Figure 1. Track usage over the die.
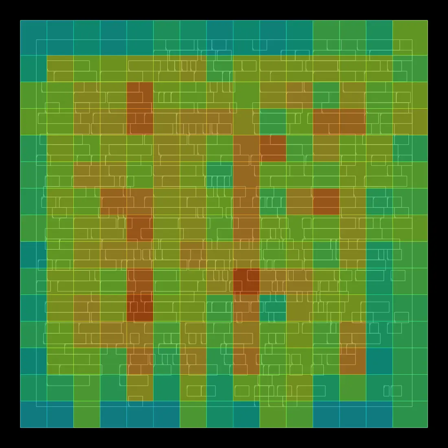
Figure 2. Where the registers sit.
Scale bar: 20 µm.
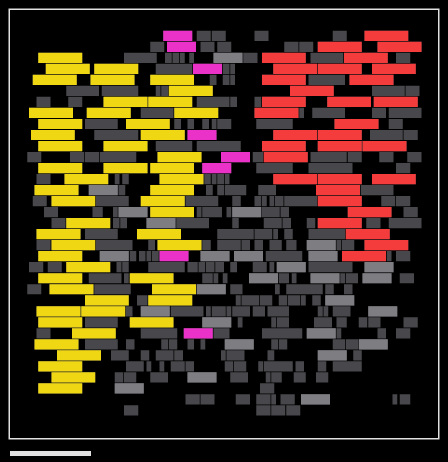
Figure 3. Placement by cell class.
Scale bar: 20 µm. Fill, decap, tap and diode cells in gray.
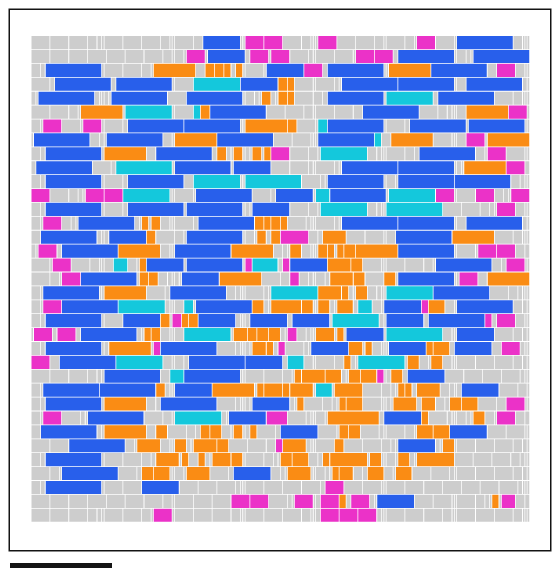
Figure 4. Routed metal, one color a layer.
Scale bar: 20 µm. Only two layers are drawn.
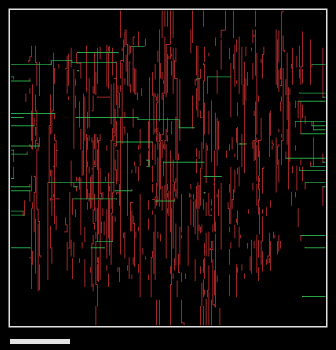
Figure 5. Placement density heat map.
11 x 11 tiles, from black (low) to pale yellow (high), 0 to 100% covered.
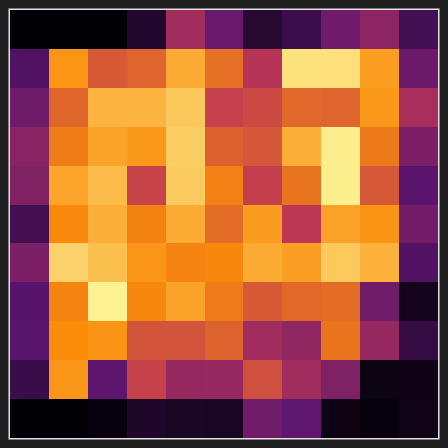
## src/rtl/spi_cmd_queue.sv

```systemverilog
// ---------------------------------------------------------------------------
// spi_cmd_queue
// Command sequencer placed directly in front of an SPI master. Register
// write/read commands are buffered in a command FIFO and issued one at a time
// on the master's WR/RD/ADDR/DATAI strobe interface, with BUSY used as the
// completion handshake. Read data captured from DATAO is returned through a
// response FIFO, so users see plain valid/ready streams.
//
// Ports
//   clock_i, reset_n_i         clock (rising edge), synchronous active-low reset
//   cmd_valid_i / cmd_ready_o  command stream handshake (ready = FIFO not full)
//   cmd_rw_i                   0 = write, 1 = read
//   cmd_addr_i, cmd_data_i     register address / write data
//   cmd_level_o                command FIFO occupancy
//   rsp_valid_o / rsp_ready_i  response stream handshake
//   rsp_data_o                 head of response FIFO
//   m_wr_o, m_rd_o             one-cycle strobes to the master
//   m_addr_o, m_datai_o        registered address / write data to the master
//   m_datao_i, m_busy_i        read data and busy flag from the master
//   idle_o                     FSM idle and command FIFO empty
//   err_o                      sticky watchdog error
//
// Optional feature: define SPI_CMDQ_TIMEOUT_EN to enable a watchdog that
// aborts a transaction stuck in WAIT_ACK/WAIT_DONE for TIMEOUT cycles. With
// the macro undefined the FSM waits indefinitely and err_o is tied low.
//
// State table
//   S_IDLE      | waiting for a command the master can accept
//   S_ISSUE     | strobe (m_wr_o or m_rd_o) high for this one cycle
//   S_WAIT_ACK  | waiting for the master to raise BUSY
//   S_WAIT_DONE | waiting for BUSY to fall; reads push DATAO here
// ---------------------------------------------------------------------------
module spi_cmd_queue #(
    parameter int D          = 8,
    parameter int A          = 4,
    parameter int DEPTH_LOG2 = 2,
    parameter int TIMEOUT    = 1024
) (
    input  logic                  clock_i,
    input  logic                  reset_n_i,
    input  logic                  cmd_valid_i,
    output logic                  cmd_ready_o,
    input  logic                  cmd_rw_i,
    input  logic [A-1:0]          cmd_addr_i,
    input  logic [D-1:0]          cmd_data_i,
    output logic [DEPTH_LOG2:0]   cmd_level_o,
    output logic                  rsp_valid_o,
    input  logic                  rsp_ready_i,
    output logic [D-1:0]          rsp_data_o,
    output logic                  m_wr_o,
    output logic                  m_rd_o,
    output logic [A-1:0]          m_addr_o,
    output logic [D-1:0]          m_datai_o,
    input  logic [D-1:0]          m_datao_i,
    input  logic                  m_busy_i,
    output logic                  idle_o,
    output logic                  err_o
);

    localparam int DEPTH = 1 << DEPTH_LOG2;
    localparam int CW    = DEPTH_LOG2 + 1;

    typedef enum logic [1:0] {
        S_IDLE,
        S_ISSUE,
        S_WAIT_ACK,
        S_WAIT_DONE
    } state_t;

    state_t state_q, state_d;

    // ------------------------------------------------------------------
    // Command FIFO: entries are {rw, addr, data}
    // ------------------------------------------------------------------
    logic [A+D:0]          cmd_mem_q [DEPTH];
    logic [DEPTH_LOG2-1:0] cmd_wptr_q, cmd_rptr_q;
    logic [CW-1:0]         cmd_cnt_q;
    logic                  cmd_push, cmd_pop, cmd_full, cmd_empty;
    logic                  head_rw;
    logic [A-1:0]          head_addr;
    logic [D-1:0]          head_data;

    assign cmd_full    = (cmd_cnt_q == CW'(DEPTH));
    assign cmd_empty   = (cmd_cnt_q == '0);
    // Ready depends only on fullness, so a same-cycle pop never frees a slot.
    assign cmd_ready_o = !cmd_full;
    assign cmd_push    = cmd_valid_i && !cmd_full;
    assign cmd_level_o = cmd_cnt_q;
    assign {head_rw, head_addr, head_data} = cmd_mem_q[cmd_rptr_q];

    always_ff @(posedge clock_i) begin
        if (cmd_push) begin
            cmd_mem_q[cmd_wptr_q] <= {cmd_rw_i, cmd_addr_i, cmd_data_i};
        end
    end

    always_ff @(posedge clock_i) begin
        if (!reset_n_i) begin
            cmd_wptr_q <= '0;
            cmd_rptr_q <= '0;
            cmd_cnt_q  <= '0;
        end else begin
            if (cmd_push) cmd_wptr_q <= cmd_wptr_q + 1'b1;
            if (cmd_pop)  cmd_rptr_q <= cmd_rptr_q + 1'b1;
            cmd_cnt_q <= cmd_cnt_q + CW'(cmd_push) - CW'(cmd_pop);
        end
    end

    // ------------------------------------------------------------------
    // Response FIFO
    // ------------------------------------------------------------------
    logic [D-1:0]          rsp_mem_q [DEPTH];
    logic [DEPTH_LOG2-1:0] rsp_wptr_q, rsp_rptr_q;
    logic [CW-1:0]         rsp_cnt_q;
    logic                  rsp_push, rsp_pop, rsp_full;
    logic [D-1:0]          rsp_wdata;

    assign rsp_full    = (rsp_cnt_q == CW'(DEPTH));
    assign rsp_valid_o = (rsp_cnt_q != '0);
    assign rsp_pop     = rsp_valid_o && rsp_ready_i;
    assign rsp_data_o  = rsp_mem_q[rsp_rptr_q];

    always_ff @(posedge clock_i) begin
        if (rsp_push) begin
            rsp_mem_q[rsp_wptr_q] <= rsp_wdata;
        end
    end

    always_ff @(posedge clock_i) begin
        if (!reset_n_i) begin
            rsp_wptr_q <= '0;
            rsp_rptr_q <= '0;
            rsp_cnt_q  <= '0;
        end else begin
            if (rsp_push) rsp_wptr_q <= rsp_wptr_q + 1'b1;
            if (rsp_pop)  rsp_rptr_q <= rsp_rptr_q + 1'b1;
            rsp_cnt_q <= rsp_cnt_q + CW'(rsp_push) - CW'(rsp_pop);
        end
    end

    // ------------------------------------------------------------------
    // Watchdog
    // ------------------------------------------------------------------
    logic tmo;

`ifdef SPI_CMDQ_TIMEOUT_EN
    localparam int TW = $clog2(TIMEOUT + 1);

    logic [TW-1:0] tmo_cnt_q;
    logic          err_q;
    logic          err_set;

    // Cleared while in ISSUE, which is the only way into WAIT_ACK; the FSM
    // leaves the wait states on the terminal count, so no saturation needed.
    always_ff @(posedge clock_i) begin
        if (!reset_n_i) begin
            tmo_cnt_q <= '0;
        end else if (state_q == S_ISSUE) begin
            tmo_cnt_q <= '0;
        end else if (state_q == S_WAIT_ACK || state_q == S_WAIT_DONE) begin
            tmo_cnt_q <= tmo_cnt_q + 1'b1;
        end
    end

    // Fires on the TIMEOUT-th cycle spent in the wait states.
    assign tmo = (tmo_cnt_q == TW'(TIMEOUT - 1));

    always_ff @(posedge clock_i) begin
        if (!reset_n_i) begin
            err_q <= 1'b0;
        end else if (err_set) begin
            err_q <= 1'b1;
        end
    end

    assign err_o = err_q;
`else
    // Watchdog absent: never fires (compare keeps TIMEOUT referenced).
    assign tmo   = (TIMEOUT < 0);
    assign err_o = 1'b0;
`endif

    // ------------------------------------------------------------------
    // Sequencer FSM
    // ------------------------------------------------------------------
    logic         cur_rw_q;
    logic         m_wr_q, m_rd_q;
    logic [A-1:0] m_addr_q;
    logic [D-1:0] m_datai_q;
    logic         abort;

    always_comb begin
        state_d   = state_q;
        cmd_pop   = 1'b0;
        rsp_push  = 1'b0;
        rsp_wdata = m_datao_i;
        abort     = 1'b0;
        case (state_q)
            S_IDLE: begin
                // A read at the head waits for a response slot: strict order.
                if (!cmd_empty && !m_busy_i && (!head_rw || !rsp_full)) begin
                    cmd_pop = 1'b1;
                    state_d = S_ISSUE;
                end
            end
            S_ISSUE: begin
                state_d = S_WAIT_ACK;
            end
            S_WAIT_ACK: begin
                if (tmo) begin
                    abort = 1'b1;
                end else if (m_busy_i) begin
                    state_d = S_WAIT_DONE;
                end
            end
            S_WAIT_DONE: begin
                // Normal completion wins over a same-cycle timeout.
                if (!m_busy_i) begin
                    rsp_push = cur_rw_q;
                    state_d  = S_IDLE;
                end else if (tmo) begin
                    abort = 1'b1;
                end
            end
            default: begin
                state_d = S_IDLE;
            end
        endcase

        // An aborted read still returns a (zero) response so the consumer
        // stays aligned with the command stream.
        if (abort) begin
            rsp_push  = cur_rw_q;
            rsp_wdata = '0;
            state_d   = S_IDLE;
        end
    end

`ifdef SPI_CMDQ_TIMEOUT_EN
    assign err_set = abort;
`endif

    always_ff @(posedge clock_i) begin
        if (!reset_n_i) begin
            state_q   <= S_IDLE;
            cur_rw_q  <= 1'b0;
            m_wr_q    <= 1'b0;
            m_rd_q    <= 1'b0;
            m_addr_q  <= '0;
            m_datai_q <= '0;
        end else begin
            state_q <= state_d;
            // Strobes are registered from the pop, so they are high exactly
            // during S_ISSUE.
            m_wr_q  <= cmd_pop && !head_rw;
            m_rd_q  <= cmd_pop && head_rw;
            if (cmd_pop) begin
                cur_rw_q  <= head_rw;
                m_addr_q  <= head_addr;
                m_datai_q <= head_data;
            end
        end
    end

    assign m_wr_o    = m_wr_q;
    assign m_rd_o    = m_rd_q;
    assign m_addr_o  = m_addr_q;
    assign m_datai_o = m_datai_q;
    assign idle_o    = (state_q == S_IDLE) && cmd_empty;

endmodule

```

## config.mk

```make
export PLATFORM = sky130hd
export DESIGN_NAME = spi_cmd_queue
export DESIGN_NICKNAME = d
export VERILOG_FILES = /design/src/rtl/spi_cmd_queue.sv
export SDC_FILE = /design/constraint.sdc
export NUM_CORES = 1
export LEC_CHECK = 0
export CAP_MARGIN = 20
export CELL_PAD_IN_SITES_DETAIL_PLACEMENT = 0
export CELL_PAD_IN_SITES_GLOBAL_PLACEMENT = 1
export CORE_MARGIN = 4
export CORE_UTILIZATION = 49
export DETAILED_ROUTE_END_ITERATION = 7
export GPL_TIMING_DRIVEN = 0
export PLACE_DENSITY = 0.83
export RECOVER_POWER = 25
export SLEW_MARGIN = 20
export SYNTH_ARGS = -nofsm -noshare
export SYNTH_HDL_FRONTEND = slang
export SYNTH_SLANG_ARGS = --single-unit
```

## constraint.sdc

```tcl
create_clock -name clock_i -period 7.6 [get_ports clock_i]
set_input_delay 1.52 -clock clock_i [delete_from_list [all_inputs] [get_ports clock_i]]
set_output_delay 1.52 -clock clock_i [all_outputs]
set_load 0.05 [all_outputs]
```

==> reports/metrics.cfg <==
[outcome]
status=complete, no violations

[worst_setup_path]
required_ns=6.08
crit_family=buffers and inverters
critPathLaunchType=register
cp_num_buf_inv=2
r2r-end=cmd_level_o[2]$_SDFF_PN0_
rrSetupSlack_ns=4.44
reg2regPathDepth=11
cpMaxStageDelayCell=clkdlybuf4s50_1

[finish]
drive_above_1_share_pct=16.1
stdcell_area_um2=5950
antenna_cells=0
synthToLayoutAreaGrowth_pct=27.4
lay_top_cells=edfxtp_1 (84), clkdlybuf4s50_1 (37), dfxtp_1 (35)

[synthesis]
syn_area_um2=4670
ys_chip_area_um2=4670
yosys.area.top_type=edfxtp_1
syn_area_per_cell_um2=16.5
ys_cells=284
floorplan.nets=326
ys_seq_share_pct=69.0
postSynthCellCount=284
ys.flops=119

[clocking]
cts_tree=yes
htreeDepth=4
cts-buffers-inserted=17
clk_pin_slew_ns=0.05
cts_resized=0
cts_root_buffer=clkbuf_8
clock-sinks=119
post_cts_buffers=0

[die]
chipArea_um2=11200
io_pins=55
die.size.x_um=106
coreArea_um2=9280
floorplan.initialDensity_pct=50.3
rows=35

[routing]
drt-total-wl_um=8150
drt_iter0_drc=117
ant_nets=0
drc=0

[placed_design]
portBuffers=52
place_hpwl_um=5450

[final_timing]
relSlewSlack_pct=53.3
maxSlewViolCount=0
rsz0062_at_grt=false
fin_crit_sh_pct=54.9
hold_viol=0

[run]
maxCapViolCount=0
tool_warnings=34

[global_route]
grt_pass1_wl_um=13300
antenna_found_initial=0
grt-ovfl-total=0

[worst_hold_path]
hp-start=cur_rw_q$_SDFFE_PN0P_
worstHoldEndpoint=cur_rw_q$_SDFFE_PN0P_
hold_depth=2

[pwr]
seqPwrFrac_pct=36.2
powerDensity_nw_per_um2=387
vdd_drop_max_v=0.000173
power_switching_uw=713

## Picture notes: Figure 1
Tot GR Track Use: 15.8%
busiest grt layer: met2
routed len/inst: 16.4 µm
GRT met3 Usage: 4.65%
met2 Usage GRT: 26.6%

## Picture notes: Figure 2
signal	color	sequential cells
`rsp_mem_q`	red	32
`m_datai_o`	magenta	8
`cmd_mem_q`	yellow	52

## Picture notes: Figure 3
class	color	cells	share of their area
sequential cells	blue	119	56%
remaining buffers and delay cells	magenta	66	10%
combinational and other logic	orange	151	24%
clock drivers and dummy loads	cyan	31	10%

## Picture notes: Figure 4
layer	color	wire length
metal 3	green	384 µm
metal 2	red	4210 µm

## Picture notes: Figure 5
densest ninth of the die	center
fullest tile	97%
tiles over 75% full	28%

## tightest hold or removal path: cells and delay by family, from the launching register on
kind | cells | cell delay, ns
DFF | 1 | 0.31
AOI/OAI and AO/OA | 1 | 0.05
and+or+nand+nor | 1 | 0.05
## cell usage after synthesis
master / number
a21boi_1: 1
and2_1: 20
a211o_1: 2
buf_4: 1
xnor2_1: 7
o21bai_1: 1
conb_1: 1
o31a_1: 1
nor2b_1: 5
xor2_1: 2
o211a_1: 1
a221oi_2: 1
mux4_2: 21
nand3_1: 12
dfxtp_1: 35
a2111oi_4: 1
and3_1: 2
ha_1: 14
buf_1: 1
nand2_1: 18
fa_1: 2
buf_6: 1
buf_8: 1
and3b_1: 1
mux2i_1: 2
o21ai_0: 12
buf_2: 3
clkbuf_1: 7
a21oi_1: 2
edfxtp_1: 84
or3_1: 1
nor3b_1: 1
o21a_1: 2
nor2_1: 3
xor2_2: 1
nor3_1: 2
inv_1: 12
## per-layer routing
metal / part of all wire, % / track usage, % / vias up / wire, µm
li1: - / - / 1194 / -
met1: 42 / 19.3 / 1222 / 3440
met2: 52 / 26.6 / 62 / 4210
met3: 4.7 / 4.65 / 14 / 384
met4: 1.4 / 5.83 / 0 / 113
met5: 0 / 0 / - / 0
## power groups by stage
| stage | registers (mW) | clock network [mW] | logic [mW] |
|---|---|---|---|
| 2_1_floorplan | 0.926 | 0 | 0.407 |
| 3_3_place_gp | 0.846 | 0 | 0.670 |
| 3_5_place_dp | 0.849 | 0 | 0.682 |
| 4_1_cts | 0.837 | 0.810 | 0.683 |
| 5_1_grt | 0.846 | 0.847 | 0.721 |
| 6_report | 0.834 | 0.797 | 0.671 |
## flip-flops by register name, indices dropped and copies added (netlist names), named ones only
name / cells
cmd_level_o: 3
cmd_mem_q: 52
cmd_rptr_q: 2
cmd_wptr_q: 2
cur_rw_q: 1
m_addr_o: 4
m_datai_o: 8
m_rd_o: 1
m_wr_o: 1
rsp_cnt_q: 3
rsp_mem_q: 32
rsp_rptr_q: 2
rsp_wptr_q: 2
state_q: 2
## metrics by stage
stage,utilization [%],instances,power (mW),worst slack [ns],hold WS (ns)
floorplan,-,284,1.33,4.26,0.428
global placement,57.7,465,1.52,3.50,0.444
detailed placement,57.7,465,1.53,3.49,0.448
CTS,64.1,496,2.33,3.36,0.454
global route,64.1,496,2.41,3.26,0.490
finish,64.1,496,2.30,3.43,0.452
## final cells by class
| class | instances | area (µm²) |
|---|---|---|
| multi-input cells | 139 | 1330 |
| well taps | 129 | 161 |
| repair buffers | 52 | 520 |
| clock inverters | 13 | 181 |
| clock buffers | 18 | 418 |
| plain buffers | 14 | 78.8 |
| inverters | 12 | 45.0 |
| flip-flops and latches | 119 | 3220 |
| fillers | 715 | 3330 |
## cells by family (layout without fill, tap and decap cells)
kind of cell / Yosys count / after routing / synth area share (%)
buffers and inverters: 26 / 109 / 2.65
AND/OR/NAND/NOR: 65 / 65 / 7.28
AND-OR/OR-AND: 24 / 24 / 3.83
flip-flops: 119 / 119 / 69.0
multiplexers: 23 / 23 / 10.5
other: 1 / 1 / 0.0802
XOR/XNOR: 10 / 10 / 2.03
adder cells (fa/ha/maj): 16 / 16 / 4.61
No activity file was given, so power comes from the tool's default toggle rates.
